$ cat src/rtl/hilo_unit.sv
// HI/LO register unit behind the EX-stage multiplier: commits products as
// plain writes or 64-bit accumulates, services MTHI/MTLO/MFHI/MFLO, raises hazard_stall.
module hilo_unit #(
    parameter int DATA_W = 32
) (
    input  logic              clk,
    input  logic              reset,
    input  logic              stall,
    input  logic              flush,
    input  logic              mul_issue,
    input  logic [1:0]        mul_mode,
    input  logic              mul_ce,
    input  logic [DATA_W-1:0] mul_hi,
    input  logic [DATA_W-1:0] mul_lo,
    input  logic              mt_we,
    input  logic              mt_sel,
    input  logic [DATA_W-1:0] mt_data,
    input  logic              mf_req,
    input  logic              mf_sel,
    output logic [DATA_W-1:0] mf_data,
    output logic [DATA_W-1:0] hi,
    output logic [DATA_W-1:0] lo,
    output logic              busy,
    output logic              hazard_stall
);

    localparam int PROD_W = 2 * DATA_W;

    typedef enum logic [1:0] {
        IDLE = 2'b00,
        PEND = 2'b01,
        ACC  = 2'b10
    } state_t;

    localparam logic [1:0] MODE_WR  = 2'b00;
    localparam logic [1:0] MODE_ADD = 2'b01;
    localparam logic [1:0] MODE_SUB = 2'b10;

    // The reserved encoding collapses to a plain write so ACC only ever sees add/sub.
    function automatic logic [1:0] norm_mode(input logic [1:0] m);
        case (m)
            MODE_ADD: return MODE_ADD;
            MODE_SUB: return MODE_SUB;
            default:  return MODE_WR;
        endcase
    endfunction

    state_t              state_r, state_s;
    logic [1:0]          mode_r, mode_s;
    logic [PROD_W-1:0]   prod_r, prod_s;
    logic [DATA_W-1:0]   hi_r, hi_s;
    logic [DATA_W-1:0]   lo_r, lo_s;
    logic                accept_s;
    logic                busy_s;
    logic [PROD_W-1:0]   acc_sum_s;
    logic [PROD_W-1:0]   acc_dif_s;

    assign accept_s  = ~stall & ~flush;
    assign busy_s    = (state_r != IDLE);
    assign acc_sum_s = {hi_r, lo_r} + prod_r;
    assign acc_dif_s = {hi_r, lo_r} - prod_r;

    // Next-state, pending mode, product capture and HI/LO update.
    always_comb begin
        state_s = state_r;
        mode_s  = mode_r;
        prod_s  = prod_r;
        hi_s    = hi_r;
        lo_s    = lo_r;
        case (state_r)
            IDLE: begin
                if (mul_issue && accept_s) begin
                    state_s = PEND;
                    mode_s  = norm_mode(mul_mode);
                end else if (mt_we && accept_s) begin
                    if (mt_sel) begin
                        hi_s = mt_data;
                    end else begin
                        lo_s = mt_data;
                    end
                end else begin
                    state_s = IDLE;
                end
            end
            PEND: begin
                // flush outranks a same-cycle result strobe; stall never holds us here
                if (flush) begin
                    state_s = IDLE;
                end else if (mul_ce) begin
                    if (mode_r == MODE_WR) begin
                        hi_s    = mul_hi;
                        lo_s    = mul_lo;
                        state_s = IDLE;
                    end else begin
                        prod_s  = {mul_hi, mul_lo};
                        state_s = ACC;
                    end
                end else begin
                    state_s = PEND;
                end
            end
            ACC: begin
                if (flush) begin
                    state_s = IDLE;
                end else if (mode_r == MODE_SUB) begin
                    {hi_s, lo_s} = acc_dif_s;
                    state_s      = IDLE;
                end else begin
                    {hi_s, lo_s} = acc_sum_s;
                    state_s      = IDLE;
                end
            end
            default: begin
                state_s = IDLE;
            end
        endcase
    end

    // State and architectural registers with synchronous active-low reset.
    always_ff @(posedge clk) begin
        if (!reset) begin
            state_r <= IDLE;
            mode_r  <= 2'b00;
            prod_r  <= {PROD_W{1'b0}};
            hi_r    <= {DATA_W{1'b0}};
            lo_r    <= {DATA_W{1'b0}};
        end else begin
            state_r <= state_s;
            mode_r  <= mode_s;
            prod_r  <= prod_s;
            hi_r    <= hi_s;
            lo_r    <= lo_s;
        end
    end

    assign hi           = hi_r;
    assign lo           = lo_r;
    assign busy         = busy_s;
    assign mf_data      = mf_sel ? hi_r : lo_r;
    assign hazard_stall = busy_s & (mul_issue | mt_we | mf_req);

endmodule
$ cat config.mk
export PLATFORM = sky130hd
export DESIGN_NAME = hilo_unit
export DESIGN_NICKNAME = d
export VERILOG_FILES = /design/src/rtl/hilo_unit.sv
export SDC_FILE = /design/constraint.sdc
export NUM_CORES = 1
export LEC_CHECK = 0
export CAP_MARGIN = 10
export CORE_MARGIN = 2
export CORE_UTILIZATION = 35
export DETAILED_ROUTE_END_ITERATION = 12
export DONT_BUFFER_PORTS = 1
export SETUP_SLACK_MARGIN = 0.4
export SYNTH_ARGS = -nofsm -noshare
export SYNTH_HDL_FRONTEND = slang
export SYNTH_SLANG_ARGS = --single-unit
$ cat constraint.sdc
create_clock -name clk -period 4.4 [get_ports clk]
set_input_delay 0.44 -clock clk [delete_from_list [all_inputs] [get_ports clk]]
set_output_delay 0.44 -clock clk [all_outputs]
set_load 0.02 [all_outputs]
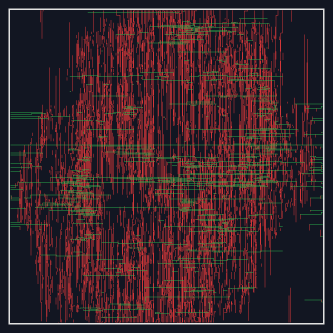
*Routed metal, one color a layer, run 1*
Drawn at 1.5 px/um. Two of the layers only.
legend:
  M3:
    color: green
    wire_length: 5230 um
  M2:
    color: red
    wire_length: 30.3 mm
via count: 16155
Final Routed Wirelength: 65.5 mm

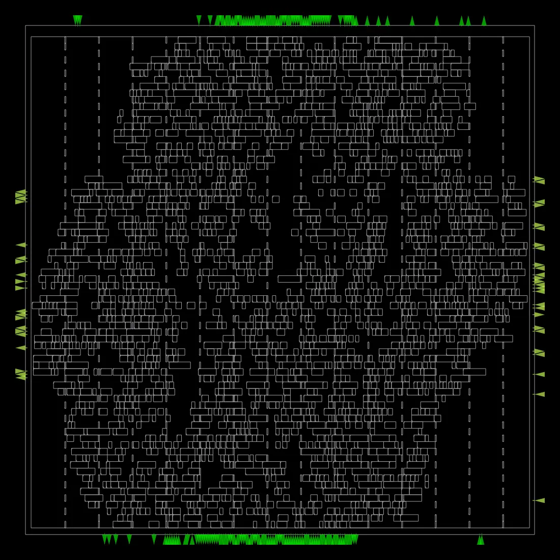
*Cell outlines without signal wires, run 1*
standard-cell rows: 74
tap cell instance count: 532
register fraction of the total cell area: 0.165

==> impl_metrics.xml, run 1 <==
<?xml version="1.0" encoding="UTF-8"?>
<metrics>
  <group name="detailed_routing">
    <metric name="drc" unit="">0</metric>
    <metric name="dr.pass1.iters" unit="">5</metric>
    <metric name="routedWlPerCell" unit="um">25.0</metric>
    <metric name="vias_per_cell" unit="">6.18</metric>
    <metric name="antenna_left" unit="">0</metric>
  </group>
  <group name="critical_path">
    <metric name="path_max_fanout" unit="">9</metric>
    <metric name="setup.worst_path.start" unit="">prod_r[30]</metric>
  </group>
  <group name="synthesis">
    <metric name="yosys.area_share.aoi" unit="">0.331</metric>
    <metric name="yosys_warnings" unit="">0</metric>
    <metric name="synth-cells-yosys" unit="">2116</metric>
    <metric name="netlist_area" unit="mm2">0.0147</metric>
    <metric name="synth_top_flop_cell" unit="">sky130_fd_sc_hd__dfxtp_1</metric>
    <metric name="yosysChipArea" unit="mm2">0.0147</metric>
    <metric name="synthDistinctLibCells" unit="">87</metric>
    <metric name="logic_family" unit="">AND-OR/OR-AND gates</metric>
    <metric name="cell_type_contributing_the_most_total_cell_area_after_synthesis" unit="">sky130_fd_sc_hd__dfxtp_1</metric>
    <metric name="async_flop_share" unit="">0</metric>
    <metric name="netlist_instances" unit="">2116</metric>
  </group>
  <group name="outcome">
    <metric name="run_status" unit="">finished, final reports clean</metric>
  </group>
  <group name="finish">
    <metric name="layout.cell_area.non_filler" unit="mm2">0.0160</metric>
    <metric name="n_antenna_cell" unit="">0</metric>
    <metric name="layout-drive-gt1-share" unit="">0.0912</metric>
    <metric name="final_net_count" unit="">2312</metric>
  </group>
  <group name="power_and_ir_drop">
    <metric name="power.ir.vdd_worst" unit="uV">232</metric>
    <metric name="power_density" unit="mW/mm2">240</metric>
  </group>
  <group name="clock_network">
    <metric name="clk-insertion-delay-late" unit="ns">0.49</metric>
    <metric name="cts.repair_timing.setup_buffer_count" unit="">0</metric>
    <metric name="cts-resized-gates" unit="">0</metric>
    <metric name="tritoncts.num_buffers" unit="">17</metric>
    <metric name="path_clk_slew" unit="ns">0.06</metric>
    <metric name="cts_hold_buf" unit="">0</metric>
  </group>
  <group name="global_route">
    <metric name="grt_first_pass_wirelength" unit="mm">98.0</metric>
    <metric name="gr-total-overflow" unit="">0</metric>
    <metric name="grt_start_max_net_pins" unit="">157</metric>
    <metric name="grtUsageTotal" unit="">0.296</metric>
  </group>
  <group name="job">
    <metric name="tool_warnings" unit="">96</metric>
    <metric name="drv_cap" unit="">0</metric>
  </group>
  <group name="floorplan">
    <metric name="core_util_floorplan" unit="">0.356</metric>
    <metric name="floorplan.io_pins" unit="">206</metric>
    <metric name="chipArea" unit="mm2">0.0435</metric>
  </group>
  <group name="timing">
    <metric name="timing.final.crit_period" unit="ns">3.90</metric>
    <metric name="worst-slew-pin-transition" unit="ns">1.36</metric>
    <metric name="rsz_0062_raised_after_global_routing" unit="">true</metric>
  </group>
  <group name="placed_design">
    <metric name="detailed_place.area" unit="mm2">0.0154</metric>
    <metric name="detailed_place_hpwl" unit="mm">51.3</metric>
  </group>
</metrics>
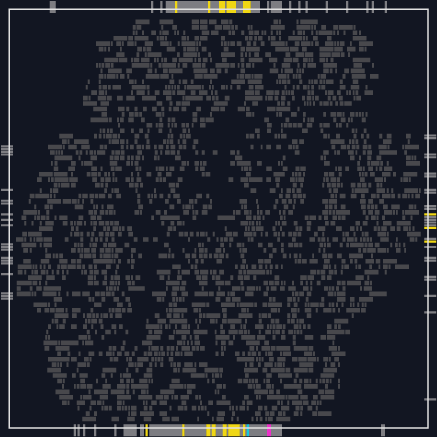
*Ports around the boundary, run 1*
Drawn at 2 px/um. Pins as bars across the die edge, other pins in gray.
legend:
  mt_data:
    color: yellow
    pins: 32
    direction: input
    edge: 15 bottom, 14 top, 3 right
  flush:
    color: cyan
    pins: 1
    direction: input
    edge: bottom
  mul_mode:
    color: magenta
    pins: 2
    direction: input
    edge: bottom
Chip Height: 209 um
Die Span X: 209 um
buffers added on ports: 0

## run 1: final cells by class
cell class | count | area (um2) | share of cell area
tap | 532 | 666 | 0.0415
clock buffer | 22 | 474 | 0.0296
multi-input combinational | 1701 | 11000 | 0.687
timing repair buffer | 83 | 636 | 0.0397
inverter | 136 | 510 | 0.0319
clock inverter | 9 | 80.1 | 0.00500
sequential | 132 | 2650 | 0.165
## run 1: stage by stage
| stage | util | hold WS (ns) | instances |
|---|---|---|---|
| after floorplan | - | 0.456 | 2116 |
| after CTS | 0.388 | 0.0618 | 2614 |
| after global routing | 0.390 | 0.0776 | 2615 |
| final | 0.390 | 0.0982 | 2615 |
| after detailed placement | 0.374 | 0.475 | 2583 |
| after global placement | 0.374 | 0.469 | 2583 |
## run 1: worst max-delay path, stage by stage (launching register included)
cell and delay [ns]:
sky130_fd_sc_hd__dfxtp_1 0.36, sky130_fd_sc_hd__inv_1 0.05, sky130_fd_sc_hd__ha_1 0.42, sky130_fd_sc_hd__or4_1 0.58, sky130_fd_sc_hd__or3_1 0.40, sky130_fd_sc_hd__a21oi_1 0.28, sky130_fd_sc_hd__o31ai_1 0.18, sky130_fd_sc_hd__a21oi_1 0.26
sky130_fd_sc_hd__o211ai_1 0.14, sky130_fd_sc_hd__nand3b_1 0.14, sky130_fd_sc_hd__a211oi_1 0.10, sky130_fd_sc_hd__o41ai_2 0.35, sky130_fd_sc_hd__buf_4 0.20, sky130_fd_sc_hd__xnor2_1 0.07, sky130_fd_sc_hd__a32o_1 0.25
## run 1: kinds of logic (layout without fill, tap and decap cells)
kind of cell,count (synthesis),in the layout
and+or+nand+nor,742,742
AOI/OAI and AO/OA,729,729
buffers and inverters,283,250
adders and majority gates,133,133
DFF,132,132
xor gates and xnor gates,57,57
muxes,40,40
## run 1: layer usage
layer | vias up | GRT usage | wire [um]
li1 | 7493 | - | -
met1 | 7810 | 0.377 | 27500
met2 | 727 | 0.482 | 30300
met3 | 125 | 0.0642 | 5230
met4 | 0 | 0.125 | 2400
met5 | - | 0 | 0
## run 1: worst min-delay path by stage
| stage | startpoint | to | slack [ns] | depth (start not counted) |
|---|---|---|---|---|
| CTS | mul_hi[19] | prod_r[51] | 0.06 | 2 |
| global placement | prod_r[63] | prod_r[63] | 0.47 | 2 |
| finish | mul_hi[19] | prod_r[51] | 0.1 | 2 |
| detailed placement | prod_r[63] | prod_r[63] | 0.47 | 2 |
| floorplan | prod_r[63] | prod_r[63] | 0.46 | 2 |
| global route | mul_hi[6] | prod_r[38] | 0.08 | 2 |
## run 1: where the power goes
group	switching (uW)	internal [uW]	leakage [uW]
clock	602	812	0.000275
sequential	40.8	1220	0.00107
combinational	774	399	0.00512
## run 1: layout by cell type (no fill, tap or decap), drive strengths merged, types with 32 or more instances in the layout
cell type / instances
nand3: 62
nor2b: 37
a21boi: 78
o21ai: 106
ha: 131
a31oi: 43
nand2: 324
nand4: 32
buf: 83
xnor2: 56
a21oi: 209
o21bai: 38
inv: 136
mux2: 33
dfxtp: 132
o31ai: 58
nor2: 141
## run 1: state kept, by name (all words and copies together), names as in the netlist
signal / flops
prod_r: 64
hi: 32
lo: 32
mode_r: 2
state_r: 2
--- run 2 (diff from run 1) ---
Settings changed: MAX_ROUTING_LAYER from default to met4.
==> run 2 against run 1 <==
Register-to-register slack hardly changed. Non-clock buffer count is 3 higher. Global-route usage is 1.5 points higher. Final cell count is 0.11% higher. Combinational power hardly changed. Sequential share of layout area is 0.12 points lower.
==> impl_metrics.xml, run 2 <==
<?xml version="1.0" encoding="UTF-8"?>
<metrics>
  <group name="outcome">
    <metric name="run_status" unit="">finished, final reports clean</metric>
  </group>
  <group name="synthesis">
    <metric name="synth-cells-yosys" unit="">2116</metric>
    <metric name="netlist_area" unit="mm2">0.0147</metric>
    <metric name="yosys_warnings" unit="">0</metric>
    <metric name="async_flop_share" unit="">0</metric>
    <metric name="netlist_instances" unit="">2116</metric>
  </group>
  <group name="global_route">
    <metric name="gr-total-overflow" unit="">0</metric>
    <metric name="grt_first_pass_wirelength" unit="mm">99.2</metric>
    <metric name="grtUsageTotal" unit="">0.311</metric>
    <metric name="grt_start_max_net_pins" unit="">157</metric>
  </group>
  <group name="critical_path">
    <metric name="critical-path-max-stage-delay" unit="ns">0.54</metric>
    <metric name="crit_path_top_delay_cell" unit="">sky130_fd_sc_hd__a2111oi_0</metric>
  </group>
  <group name="finish">
    <metric name="registers.top_by_ff_count" unit="">prod_r</metric>
    <metric name="lay_top_cells" unit="">sky130_fd_sc_hd__nand2_1 (323), sky130_fd_sc_hd__a21oi_1 (205), sky130_fd_sc_hd__nor2_1 (140), sky130_fd_sc_hd__inv_1 (133), sky130_fd_sc_hd__dfxtp_1 (128)</metric>
    <metric name="layout.cells.most_common" unit="">sky130_fd_sc_hd__nand2_1</metric>
  </group>
  <group name="power_and_ir_drop">
    <metric name="power.ir.vdd_worst" unit="uV">235</metric>
  </group>
  <group name="detailed_routing">
    <metric name="antenna_left" unit="">0</metric>
    <metric name="dr.pass1.iters" unit="">5</metric>
    <metric name="routedWlPerCell" unit="um">25.6</metric>
    <metric name="drc" unit="">0</metric>
  </group>
  <group name="job">
    <metric name="drv_cap" unit="">0</metric>
  </group>
  <group name="floorplan">
    <metric name="floorplan.io_pins" unit="">206</metric>
    <metric name="die.size.x" unit="um">209</metric>
    <metric name="chipArea" unit="mm2">0.0435</metric>
  </group>
  <group name="hold_path">
    <metric name="hp-start" unit="">mul_hi[3]</metric>
  </group>
  <group name="clock_network">
    <metric name="path_clk_slew" unit="ns">0.06</metric>
  </group>
</metrics>
-- run 2: cell count changes in the layout (fill, tap and decap cells not counted), moves of 2 or more --
cell and change:
sky130_fd_sc_hd__ha_2 +5, sky130_fd_sc_hd__diode_2 +2, sky130_fd_sc_hd__o31ai_2 +2, sky130_fd_sc_hd__o31ai_1 -2, sky130_fd_sc_hd__clkbuf_1 -2, sky130_fd_sc_hd__a21oi_1 -3
sky130_fd_sc_hd__ha_1 -5, sky130_fd_sc_hd__or3_4 +2, sky130_fd_sc_hd__or3_1 -2, sky130_fd_sc_hd__a21oi_2 +3
-- run 2: cell families (layout without fill, tap and decap cells) --
family	after synthesis	count (layout)	share of synthesized area
buffers and inverters	283	251	0.0748
DFF	132	132	0.180
xor gates and xnor gates	57	57	0.0341
muxes	40	40	0.0301
AOI/OAI and AO/OA	729	729	0.331
adders and majority gates	133	133	0.115
and+or+nand+nor	742	742	0.235
other	0	2	0
-- run 2: critical path: cells and delay by family (launching register included) --
kind                     cells  cell delay, ns
adder cells (fa/ha/maj)      1            0.35
buffers and inverters        2            0.25
AND/OR/NAND/NOR              1            0.09
XOR/XNOR                     1            0.15
AND-OR/OR-AND                9            2.60
flip-flops                   1            0.35
-- run 2: worst max path at each step --
stage	to	slack, ns	depth (start not counted)
floorplan	hi[22]	1.08	13
global placement	hi[31]	0.24	14
detailed placement	hi[31]	0.28	13
CTS	hi[31]	0.37	14
global route	hi[28]	0.36	15
finish	hi[20]	0.49	14
-- run 2: metrics by stage --
| stage | power (uW) | util | instances | area [um2] | worst slack, ns |
|---|---|---|---|---|---|
| after CTS | 3890 | 0.389 | 2610 | 16000 | 0.367 |
| after global routing | 4060 | 0.393 | 2617 | 16100 | 0.357 |
| after floorplan | 2050 | - | 2116 | 14700 | 1.08 |
| after global placement | 2430 | 0.374 | 2581 | 15400 | 0.244 |
| final | 3900 | 0.393 | 2618 | 16100 | 0.486 |
| after detailed placement | 2420 | 0.374 | 2581 | 15400 | 0.285 |
-- run 2: layout make-up --
| cell class | count | area, um2 | share of cell area |
|---|---|---|---|
| Multi-Input combinational cell | 1701 | 11100 | 0.686 |
| Antenna cell | 2 | 5.00 | 0.000310 |
| Inverter | 136 | 510 | 0.0316 |
| Timing Repair Buffer | 86 | 671 | 0.0415 |
| Tap cell | 532 | 666 | 0.0412 |
| Sequential cell | 132 | 2650 | 0.164 |
| Clock inverter | 10 | 110 | 0.00682 |
| Clock buffer | 19 | 453 | 0.0281 |
-- run 2: power by group --
part / internal, uW / total (uW) / switching [uW]
Clock: 845 / 1450 / 605
Sequential: 1220 / 1260 / 38.8
Combinational: 404 / 1190 / 789
Total: 2470 / 3900 / 1430
-- run 2: layer usage --
layer  vias to the layer above  global-route usage  wire (um)
li1                       7511                   -          -
met1                      7920               0.395      28800
met2                       689               0.490      30800
met3                       142              0.0559       4960
met4                         0               0.126       2510
met5                         -                   -          0
-- run 2: timing repair --
item	4_1_cts	5_1_grt
setup buffers	0	5
hold buffers	0	0
endpoints found under the setup margin	3	19
pin swaps	1	7
gates resized	3	28
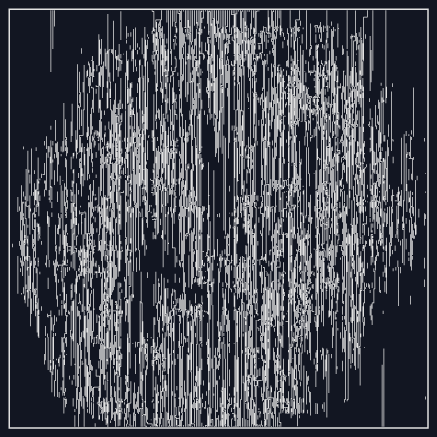
*M2 wires, run 2*
Drawn at 2 px/um.
main direction: vertical
wire length on this layer: 30.8 mm
nets with wire on the layer: 1896
via count: 16262
Final Routed Wirelength: 67.0 mm
met2 layer usage reported by global route: 0.490

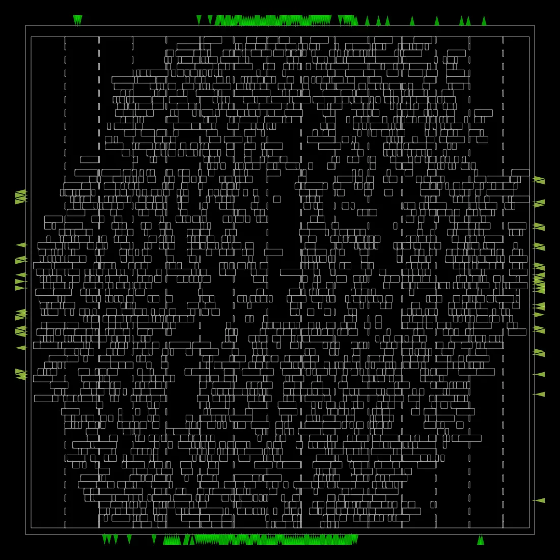
*Cell outlines without signal wires, run 2*
non-filler cells in the finished layout: 2618
register fraction of the total cell area: 0.164
sequential cells: 132

No activity file was given, so power comes from the tool's default toggle rates.
